===== config.mk =====
export PLATFORM = sky130hd
export DESIGN_NAME = match_event_logger
export DESIGN_NICKNAME = d
export VERILOG_FILES = /design/src/rtl/match_log_pkg.sv /design/src/rtl/ts_fifo.sv /design/src/rtl/match_event_logger.sv
export SDC_FILE = /design/constraint.sdc
export NUM_CORES = 1
export LEC_CHECK = 0
export ABC_AREA = 1
export CAP_MARGIN = 40
export CORE_UTILIZATION = 50
export CTS_BUF_LIST = sky130_fd_sc_hd__clkbuf_8
export CTS_CLUSTER_DIAMETER = 50
export CTS_CLUSTER_SIZE = 24
export DETAILED_ROUTE_END_ITERATION = 10
export PLACE_DENSITY = 0.74
export SETUP_SLACK_MARGIN = 0.2
export SLEW_MARGIN = 25
export SYNTH_ARGS = -nofsm -noshare
export SYNTH_HDL_FRONTEND = slang
export SYNTH_SLANG_ARGS = --single-unit
export TNS_END_PERCENT = 50

===== constraint.sdc =====
create_clock -name clk -period 4 [get_ports clk]
set_input_delay 0.8 -clock clk [delete_from_list [all_inputs] [get_ports clk]]
set_output_delay 0.8 -clock clk [all_outputs]
set_load 0.01 [all_outputs]

===== src/rtl/match_log_pkg.sv =====
// Shared defaults and helpers for the match event logger and its timestamp FIFO.
package match_log_pkg;

  localparam int DEF_DEPTH = 4;
  localparam int DEF_TS_W  = 16;
  localparam int DEF_CNT_W = 16;

  // Wrapping pointer width: one extra bit beyond the address distinguishes full from empty.
  function automatic int ptr_w(input int depth);
    return $clog2(depth) + 1;
  endfunction

endpackage


===== src/rtl/ts_fifo.sv =====
// Show-ahead timestamp FIFO with wrapping pointers and a synchronous clear.
// A push into a full FIFO is accepted only when a pop frees a slot in the same cycle.
module ts_fifo
  import match_log_pkg::*;
#(
  parameter int DEPTH = DEF_DEPTH,
  parameter int W     = DEF_TS_W
) (
  input  logic         clk,
  input  logic         nrst,
  input  logic         clr,
  input  logic         push,
  input  logic         pop,
  input  logic [W-1:0] din,
  output logic [W-1:0] dout,
  output logic         empty,
  output logic         full
);

  localparam int PW = ptr_w(DEPTH);
  localparam int AW = PW - 1;
  localparam logic [PW-1:0] PTR_ONE = {{(PW-1){1'b0}}, 1'b1};

  logic [PW-1:0] wr_ptr_q, wr_ptr_d;
  logic [PW-1:0] rd_ptr_q, rd_ptr_d;
  logic [W-1:0]  mem_q [DEPTH];
  logic [W-1:0]  mem_d [DEPTH];
  logic          do_pop;
  logic          do_push;

  assign empty   = (wr_ptr_q == rd_ptr_q);
  assign full    = (wr_ptr_q[AW-1:0] == rd_ptr_q[AW-1:0]) && (wr_ptr_q[AW] != rd_ptr_q[AW]);
  assign do_pop  = pop & ~empty;
  assign do_push = push & (~full | do_pop);
  assign dout    = empty ? '0 : mem_q[rd_ptr_q[AW-1:0]];

  // Next-state for pointers and storage; clear empties the FIFO and ignores push/pop.
  always_comb begin
    wr_ptr_d = wr_ptr_q;
    rd_ptr_d = rd_ptr_q;
    for (int i = 0; i < DEPTH; i++) mem_d[i] = mem_q[i];
    if (clr) begin
      wr_ptr_d = '0;
      rd_ptr_d = '0;
    end else begin
      if (do_push) begin
        mem_d[wr_ptr_q[AW-1:0]] = din;
        wr_ptr_d = wr_ptr_q + PTR_ONE;
      end
      if (do_pop) rd_ptr_d = rd_ptr_q + PTR_ONE;
    end
  end

  // Pointer and storage registers.
  always_ff @(posedge clk or negedge nrst) begin
    if (!nrst) begin
      wr_ptr_q <= '0;
      rd_ptr_q <= '0;
      for (int i = 0; i < DEPTH; i++) mem_q[i] <= '0;
    end else begin
      wr_ptr_q <= wr_ptr_d;
      rd_ptr_q <= rd_ptr_d;
      for (int i = 0; i < DEPTH; i++) mem_q[i] <= mem_d[i];
    end
  end

endmodule


===== src/rtl/match_event_logger.sv =====
// Counts rising edges of match_in, logs their timestamps in a FIFO, and raises a
// sticky alarm once the count reaches a programmable threshold.
module match_event_logger
  import match_log_pkg::*;
#(
  parameter int DEPTH = DEF_DEPTH,
  parameter int TS_W  = DEF_TS_W,
  parameter int CNT_W = DEF_CNT_W
) (
  input  logic             clk,
  input  logic             nrst,
  input  logic             match_in,
  input  logic             clr,
  input  logic [CNT_W-1:0] threshold,
  input  logic             rd_en,
  output logic [TS_W-1:0]  ts_data,
  output logic             ts_valid,
  output logic             fifo_full,
  output logic [CNT_W-1:0] match_count,
  output logic             alarm,
  output logic             overflow
);

  localparam logic [TS_W-1:0]  TS_ONE  = {{(TS_W-1){1'b0}}, 1'b1};
  localparam logic [CNT_W-1:0] CNT_ONE = {{(CNT_W-1){1'b0}}, 1'b1};

  logic             match_dly_q, match_dly_d;
  logic [TS_W-1:0]  ts_q, ts_d;
  logic [CNT_W-1:0] count_q, count_d;
  logic             alarm_q, alarm_d;
  logic             ovf_q, ovf_d;
  logic             evt;
  logic             push;
  logic             pop;
  logic             fifo_empty;

  // A held-high match flag is one event; clear swallows any same-cycle event or read.
  assign evt  = match_in & ~match_dly_q;
  assign push = evt & ~clr;
  assign pop  = rd_en & ~clr;

  ts_fifo #(
    .DEPTH (DEPTH),
    .W     (TS_W)
  ) u_fifo (
    .clk   (clk),
    .nrst  (nrst),
    .clr   (clr),
    .push  (push),
    .pop   (pop),
    .din   (ts_q),
    .dout  (ts_data),
    .empty (fifo_empty),
    .full  (fifo_full)
  );

  assign ts_valid    = ~fifo_empty;
  assign match_count = count_q;
  assign alarm       = alarm_q;
  assign overflow    = ovf_q;

  // Next-state for edge detect, free-running timestamp, saturating count, alarm and overflow.
  always_comb begin
    match_dly_d = match_in;
    ts_d        = ts_q + TS_ONE;
    count_d     = count_q;
    alarm_d     = alarm_q;
    ovf_d       = ovf_q;
    if (clr) begin
      count_d = '0;
      alarm_d = 1'b0;
      ovf_d   = 1'b0;
    end else begin
      if (evt && (count_q != {CNT_W{1'b1}})) count_d = count_q + CNT_ONE;
      // Alarm latches against the upcoming count and ignores later threshold changes.
      if ((threshold != '0) && (count_d >= threshold)) alarm_d = 1'b1;
      // Full FIFO always has data, so a same-cycle read frees the slot for the push.
      if (push && fifo_full && !pop) ovf_d = 1'b1;
    end
  end

  // State registers.
  always_ff @(posedge clk or negedge nrst) begin
    if (!nrst) begin
      match_dly_q <= 1'b0;
      ts_q        <= '0;
      count_q     <= '0;
      alarm_q     <= 1'b0;
      ovf_q       <= 1'b0;
    end else begin
      match_dly_q <= match_dly_d;
      ts_q        <= ts_d;
      count_q     <= count_d;
      alarm_q     <= alarm_d;
      ovf_q       <= ovf_d;
    end
  end

endmodule


==> run notes, run 1 <==
Quick summary of the implementation run below.

The area overhead of the layout relative to synthesis is 13.1%. The final reports fail on DRC. The top cell types in the final layout, fill and taps aside, are sky130_fd_sc_hd__nand2_1 (198), sky130_fd_sc_hd__inv_1 (118), sky130_fd_sc_hd__dfrtp_1 (105).

The share of flip-flops with an asynchronous set or reset after synthesis came out at 100%. The count of port buffers added during placement is 56. The routed wire length came out at 14300 µm. The number of buffers created by CTS came out at 9. The worst path setup slack after routing is 0.534 ns. The layout report lists the combined flip-flop and latch area as 2630 µm².

The initial utilization of the core area, before any placement, comes to 52.1%. The largest stage delay on the critical path is 0.87 ns. The later-pin clock latency in the skew report came out at 0.39 ns. Dividing the detail-routed via count by the number of cells gives 5.32. The logic area is 2710 µm². The cell area after layout is 6810 µm². The root buffer selected by CTS is sky130_fd_sc_hd__clkbuf_8. Per the STA report, the cell with the highest stage delay on the worst path is sky130_fd_sc_hd__dfrtp_1. The detailed-placement wirelength estimate is 9840 µm. The final hold violation count recorded for this run is 0.

The count of cells in the finished layout, fillers not included, comes to 949. The clock tree from TritonCTS is yes. The report lists the number of standard-cell rows as 39.

The time the worst path needs with I/O delays and setup came out at 3.47 ns. The utilization after layout is 58.9%. The via count of the first global-routing pass is 4993. The power report attributes to the combinational group a share of 24.0%. The remaining design rule violation count is 4.

The number of hold buffers added after CTS is 0. The clock passes through at most 2 buffers. The overall die area is 12500 µm².

The arrival time at the worst endpoint came out at 2.67 ns. The violation tally from detailed-route iteration zero is 319. The part of the Yosys area used for sequential elements is 43.6%. By instance count after routing, the leading logic cell type is sky130_fd_sc_hd__nand2_1.

The fraction of final layout cells with drive strength greater than 1 came out at 8.81%. The clock tree skew after final layout came out at 0.0145 ns. The aggregate negative setup slack came out at 0 ns.

The count of library flops with an enable pin came out at 0. The number of synthesized register bits is 105. The number of antenna cells inserted came out at 0.

The flow ran to the end, but the final reports show violations. The total number of vias came out at 5047. The min-delay analysis places its worst path in the category in2async. The instance count of the mapped netlist is 764. The count of final max-slew check failures is 0. Timing would allow up to 289 MHz.

The worst setup path is captured at an output port. The max-slew headroom at the worst pin is 46.7%. The worst endpoint required time came out at 3.20 ns. The critical-path maximum fanout is 19. The final setup violation count came out at 0.

The internal power of the cells totals 1.72 mW. The switching power as a share of total power is 31.8%. Yosys stat counts 764 cells in the synthesized netlist.

The number of max-cap violations is 0. The iteration count of the initial detailed-routing pass came out at 8. The total routing resource utilization after global routing is 24.8%. The count of different cell masters after synthesis came out at 34. The width of the chip came out at 112 µm.

The overall die height is 112 µm. The slew of the pin with the lowest slew margin came out at 0.799 ns. The leakage power of the design came out at 3.59 nW. The warning total across the stage logs came out at 29. For reference, the post-synthesis area per instance comes to 7.89 µm². The main area contributors are sky130_fd_sc_hd__dfrtp_1 (44%), sky130_fd_sc_hd__nand2_1 (12%), sky130_fd_sc_hd__inv_1 (7.4%), sky130_fd_sc_hd__o21ai_0 (6.7%), sky130_fd_sc_hd__ha_1 (4.8%). After its last routability iteration, the placer logged a weighted congestion of 0.862. The power density over cell area came out at 369 nW/µm². The finished design was reported to have a net count of 845. The sequential fraction of design power is 48.7%. The pin count of the biggest net entering global routing came out at 68. On the final layout, the worst hold slack is 0.371 ns.

The wire length of the first global-routing pass came out at 24600 µm. Summed over all layers, the global routing overflow is 0. The clock-pin slew on the worst setup and hold paths came out at 0.11 ns. The clock network fraction of total power is 27.3%. CTS saw 105 sinks. During I/O placement, the number of pins put on the boundary was 57.

After detailed routing, the average wire length per cell comes to 15.1 µm. The peak supply drop came out at 283 µV. The number of antenna-violating nets in the routed design came out at 0. STA classifies the critical path startpoint as a flip-flop.

Once placement finished, the instance area stood at 6610 µm². The net load switching power is 0.801 mW. The worst setup path is of the reg2out kind. The timing report shows the most common cell along the critical path to be sky130_fd_sc_hd__nand2_1.

The placeable core area is 11600 µm². Listed in order, past its start point the critical path passes clkinv_1, buf_4, a21oi_1, o21ai_0, nand2_1, nand2_1, inv_1, clkdlybuf4s50_1. The dominant cell type by area after synthesis is sky130_fd_sc_hd__dfrtp_1. The initial antenna violation count came out at 0.

The cell count after placement is 933. The filler cells instantiated in the layout total 1032. The area share of the leading cell type in the synthesized netlist came out at 43.6%.

In this run the post-CTS setup repair buffer count came out at 0.
-- run 1: synth_stat cells (7+ instances only) --
cell type	number
sky130_fd_sc_hd__ha_1	23
sky130_fd_sc_hd__nor3_1	9
sky130_fd_sc_hd__nor2_1	34
sky130_fd_sc_hd__nand4_1	8
sky130_fd_sc_hd__o21ai_0	81
sky130_fd_sc_hd__nand2_1	198
sky130_fd_sc_hd__o21ai_2	24
sky130_fd_sc_hd__xor2_1	21
sky130_fd_sc_hd__dfrtp_1	105
sky130_fd_sc_hd__a21oi_1	43
sky130_fd_sc_hd__clkbuf_1	20
sky130_fd_sc_hd__nand3_1	22
sky130_fd_sc_hd__buf_6	7
sky130_fd_sc_hd__inv_1	118
-- run 1: area by class of cell --
cell class / instances / area share (%)
Inverter: 121 / 6.70
Multi-Input combinational cell: 500 / 39.8
Clock inverter: 7 / 1.12
Tap cell: 143 / 2.63
Sequential cell: 105 / 38.6
Timing Repair Buffer: 64 / 9.36
Clock buffer: 9 / 1.82
-- run 1: logic make-up after synthesis --
logic type	after synthesis	synth area share, %
flops	105	43.6
compound gates	156	14.5
simple gates	292	21.2
buf+inv	159	11.4
xor+xnor	29	4.46
fa+ha+maj	23	4.78
-- run 1: state kept, by name, summed over array words and instances, names as in the netlist --
register,count
ts_q,16
u_fifo.rd_ptr_q,3
u_fifo.mem_q,64
match_count,16
overflow,1
alarm,1
match_dly_q,1
u_fifo.wr_ptr_q,3
-- run 1: layer usage --
layer / up-vias / share of wire [%] / wire length, µm / track usage, %
li1: 2463 / - / - / -
met1: 2410 / 44 / 6360 / 31.9
met2: 150 / 48 / 6940 / 41.8
met3: 24 / 5.1 / 730 / 4.25
met4: 0 / 2.0 / 283 / 9.37
met5: - / 0 / 0 / 0
-- run 1: power groups by stage --
stage               combinational (mW)  clock (mW)  sequential [mW]
floorplan                        0.382           0             1.23
global placement                 0.581           0             1.24
detailed placement               0.608           0             1.25
CTS                              0.611       0.703             1.22
global route                     0.687       0.742             1.24
finish                           0.605       0.688             1.22
-- run 1: final timing paths --
kind	slack [ns]	endpoint	depth (start not counted)	from
worst max-delay path	0.53	ts_data[5]	8	u_fifo.rd_ptr_q[1]$_DFFE_PN0P_
worst min-delay path	0.37	match_count[15]$_DFF_PN0_	1	nrst
worst max register to register	1.18	alarm$_DFFE_PN0P_	19	match_count[0]$_DFF_PN0_
worst min register to register	0.48	u_fifo.mem_q[51]$_DFFE_PN0P_	2	u_fifo.mem_q[51]$_DFFE_PN0P_
max in group asynchronous	2.87	ts_q[5]$_DFF_PN0_	2	nrst
min in group clk	0.48	u_fifo.mem_q[51]$_DFFE_PN0P_	2	u_fifo.mem_q[51]$_DFFE_PN0P_
-- run 1: critical path, delay by kind of cell (launching register included) --
| kind | cells | cell delay (ns) |
|---|---|---|
| compound gates | 2 | 0.26 |
| buf+inv | 4 | 1.01 |
| flops | 1 | 0.87 |
| simple gates | 2 | 0.14 |
Fig. 1: run 1, drive-strength map
Drawn at 3 px/µm.
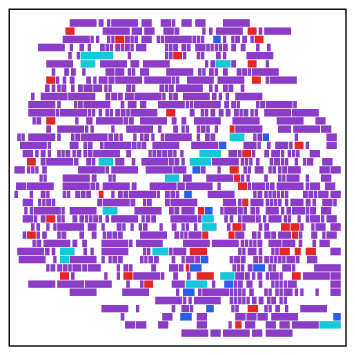
[x6 and larger] cyan | cells: 17 | share: 2.1%
[x3 and x4] blue | cells: 14 | share: 1.7%
[x2] red | cells: 40 | share: 5.0%
[x1 and smaller] purple | cells: 735 | share: 91%

Fig. 2: run 1, selected gate families
Drawn at 3 px/µm.
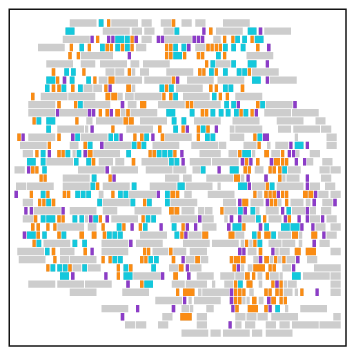
[inv cells] purple | cells: 121 | where: all over the die
[aoi and oai cells] cyan | cells: 155 | where: all over the die
[nand cells] orange | cells: 239 | where: all over the die

Fig. 3: run 1, metal 3
Drawn at 4 px/µm.
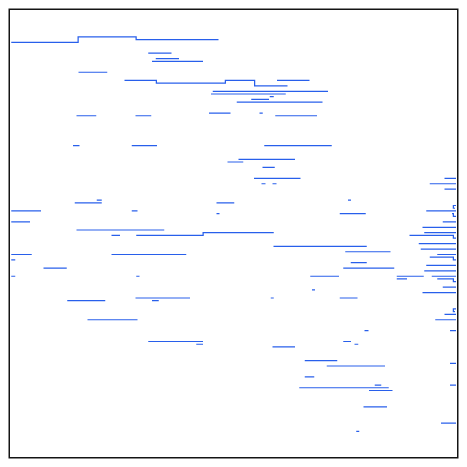
nets with wire on the layer: 74
wire length on this layer: 730 µm

==> run 2, diff against run 1 <==
Settings changed: CORE_MARGIN from default to 10.
==> run 2 against run 1 <==
Via count shrank 0.28%. Largest power group unchanged. Hold slack gained 0.047 ns. Fmax grew 2.0%. Largest cell class unchanged. Non-clock buffer count shrank 1. Cell area shrank 0.75%. Final cell count grew 0.21%. Critical path type unchanged. The run now ends clean. Count of clock-buffer cells in the layout grew 1. Die area grew 35%.
==> run notes, run 2 <==
Quick summary of the implementation run below.

The worst setup path is launched from a flip-flop. The flow ran to the end, and the final reports show no timing, DRC or antenna violations. The detailed-routing wirelength on met1 came out at 6070 µm. The initial antenna violation count is 0. In this run the biggest area consumer among cell types represents 43.6% of the synthesized area. u_fifo.mem_q holds more flip-flops than any other register.

The cell count after placement came out at 936. The clock sink count is 105. The number of vias per cell came out at 5.29. The number of antenna cells inserted is 0. On the critical path the data arrives at 2.60 ns.

The detail route stage leaves a number of antenna-violating nets equal to 0. The standard-cell row count came out at 40. The power density over cell area came out at 357 nW/µm². The maximum clock path buffer count is 2.

The via count of the first global-routing pass came out at 4902. The total number of vias is 5033. The sequential cell area in the final layout came out at 2630 µm². The highest attainable clock frequency came out at 294 MHz. Summed over all nets, wire length on met3 after detailed routing comes to 815 µm. In the post-synthesis netlist, the cell with the most instances is sky130_fd_sc_hd__nand2_1. Measured against its own limit, the worst slew margin works out to 47.7%. The setup path with the least slack is of type reg2out. The clock network fraction of total power is 24.8%.

The relative contribution of combinational cells to total power is 24.6%. The iteration count of the initial detailed-routing pass came out at 5. The routed wire length is 14200 µm.

The worst min-delay path class is in2async. The clock-pin slew on the worst setup and hold paths is 0.10 ns. The later-pin clock latency in the skew report came out at 0.37 ns. The pin count of the biggest net entering global routing came out at 46.

The worst endpoint required time is 3.20 ns. Recorded from the global router log, the overflow total was 0. The leakage power of the design is 3.57 nW.

VDD sags by at most 167 µV. The mean cell area of the mapped netlist is 7.89 µm². The report shows a maximum critical-path fanout of 18.

The I/O pin count came out at 57. The count of different cell masters after synthesis is 34. The number of hold violations in the final report came out at 0.

The design internal power came out at 1.65 mW. The number of synthesized register bits came out at 105. The number of flip-flops in the largest register came out at 64. The instance count of the mapped netlist is 764. The width of the chip is 130 µm.

Per the TritonCTS log, the buffer count is 9. Pins over their slew limit in the final report were tallied at 0. Between clock sinks in the finished design, the worst skew comes to 0.0127 ns. The fraction of final layout cells with drive strength greater than 1 came out at 8.46%. The highest layer used for signal routing is met4.

The aggregate negative setup slack came out at 0 ns. The count of nets after finishing is 844. The initial utilization of the core area, before any placement, comes to 50.6%. The warning total across the stage logs came out at 29. The count of port buffers added during placement is 56.

The slew of the pin with the lowest slew margin is 0.782 ns. Yosys attributes the largest share of cell area to sky130_fd_sc_hd__dfrtp_1 (44%), sky130_fd_sc_hd__nand2_1 (12%), sky130_fd_sc_hd__inv_1 (7.4%), sky130_fd_sc_hd__o21ai_0 (6.7%), sky130_fd_sc_hd__ha_1 (4.8%). In the layout the commonest cells are sky130_fd_sc_hd__nand2_1 (198), sky130_fd_sc_hd__inv_1 (119), sky130_fd_sc_hd__dfrtp_1 (105). The number of hold buffers added after CTS was 0.

After detailed placement, the total cell area comes to 6590 µm². The overall die height is 130 µm. The placeable core area came out at 11900 µm². After its last routability iteration, the placer logged a weighted congestion of 0.950. Max-cap violations in this run came to 0. Per the layout area report, the combinational gate area comes to 2710 µm². The first global-routing pass estimated 23700 µm of wire. Among logic cells in the layout, the one with the most instances is sky130_fd_sc_hd__nand2_1. The chip occupies 16800 µm². The net load switching power is 0.765 mW. CTS placed an instance of sky130_fd_sc_hd__clkbuf_8 at the clock tree root.

The synthesized netlist was found by Yosys to have 764 cells. The count of library flops with an enable pin came out at 0. In the placement report, post-DP HPWL is listed as 9920 µm.
[run 2: cell counts after synthesis]
No cell type changed its count.
[run 2: final cells by class]
type,count,share of cell area [%]
multi-input combinational,500,40.1
timing repair buffer,63,9.03
clock buffer,10,2.04
inverter,121,6.75
sequential,105,38.9
clock inverter,5,0.500
tap,147,2.72
[run 2: power groups by stage]
stage / logic (mW) / registers [mW] / clock network, mW
6_report: 0.594 / 1.22 / 0.598
5_1_grt: 0.672 / 1.24 / 0.659
4_1_cts: 0.603 / 1.22 / 0.614
3_5_place_dp: 0.600 / 1.24 / 0
3_3_place_gp: 0.577 / 1.24 / 0
2_1_floorplan: 0.382 / 1.23 / 0
[run 2: through the flow]
stage	util, %	setup slack (ns)	hold WS [ns]
final	56.8	0.602	0.419
after global routing	56.8	0.373	0.458
after CTS	56.8	0.542	0.437
after detailed placement	55.3	0.724	0.468
after global placement	55.3	0.871	0.455
after floorplan	-	1.55	0.441
[run 2: cell families after synthesis]
| logic type | Yosys count | share of synthesized area [%] |
|---|---|---|
| AND/OR/NAND/NOR | 292 | 21.2 |
| buffers and inverters | 159 | 11.4 |
| AND-OR/OR-AND | 156 | 14.5 |
| flip-flops | 105 | 43.6 |
| XOR/XNOR | 29 | 4.46 |
| adder cells (fa/ha/maj) | 23 | 4.78 |
[run 2: worst paths after layout]
kind / start / end / slack (ns) / cells after the start
setup reg to reg: match_count[1]$_DFF_PN0_ / alarm$_DFFE_PN0P_ / 1.20 / 19
max in group asynchronous: nrst / u_fifo.mem_q[46]$_DFFE_PN0P_ / 2.71 / 2
hold reg to reg: u_fifo.mem_q[52]$_DFFE_PN0P_ / u_fifo.mem_q[52]$_DFFE_PN0P_ / 0.49 / 2
min in group clk: u_fifo.mem_q[52]$_DFFE_PN0P_ / u_fifo.mem_q[52]$_DFFE_PN0P_ / 0.49 / 2
setup / recovery: u_fifo.rd_ptr_q[2]$_DFFE_PN0P_ / ts_data[15] / 0.60 / 5
hold / removal: nrst / u_fifo.mem_q[29]$_DFFE_PN0P_ / 0.42 / 1
[run 2: worst max-delay path, stage by stage (launching register included)]
cell	delay [ns]
sky130_fd_sc_hd__dfrtp_1	0.42
sky130_fd_sc_hd__xnor2_1	0.33
sky130_fd_sc_hd__nand3_1	0.62
sky130_fd_sc_hd__nand2_1	0.31
sky130_fd_sc_hd__inv_1	0.06
sky130_fd_sc_hd__clkdlybuf4s50_1	0.48
[run 2: layer usage]
metal / vias up / track usage [%]
met5: - / 0
met4: 0 / 6.55
met2: 144 / 29.4
met3: 25 / 3.61
li1: 2475 / -
met1: 2389 / 21.2
Fig. 4: run 2, track usage over the die
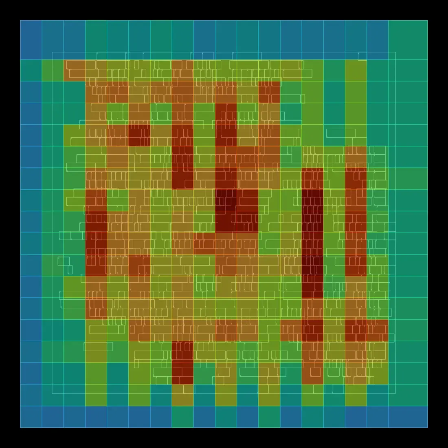
met3 routing resource usage after global routing: 3.61%
GR Util met2: 29.4%
overall track demand over capacity in global routing: 17.3%
post-route core utilization: 56.8%
post-DR wirelength/cell: 14.9 µm

Fig. 5: run 2, metal 3
Drawn at 4 px/µm.
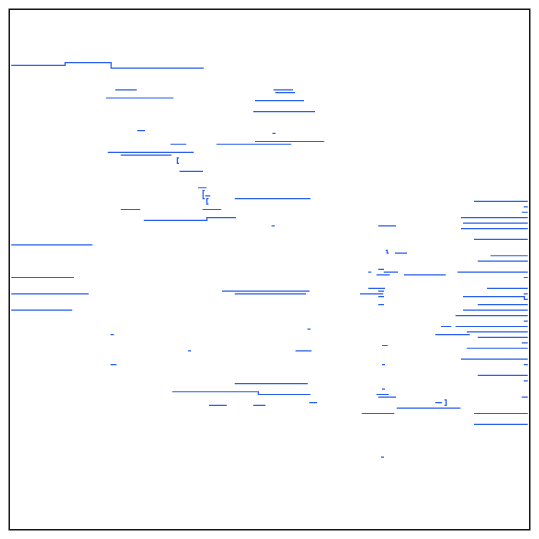
wire length on this layer: 815 µm
longest straight run: 23.0 µm
share of all routed wire: 5.8%

Power figures rest on the tool's default switching activity, not on a simulated workload.
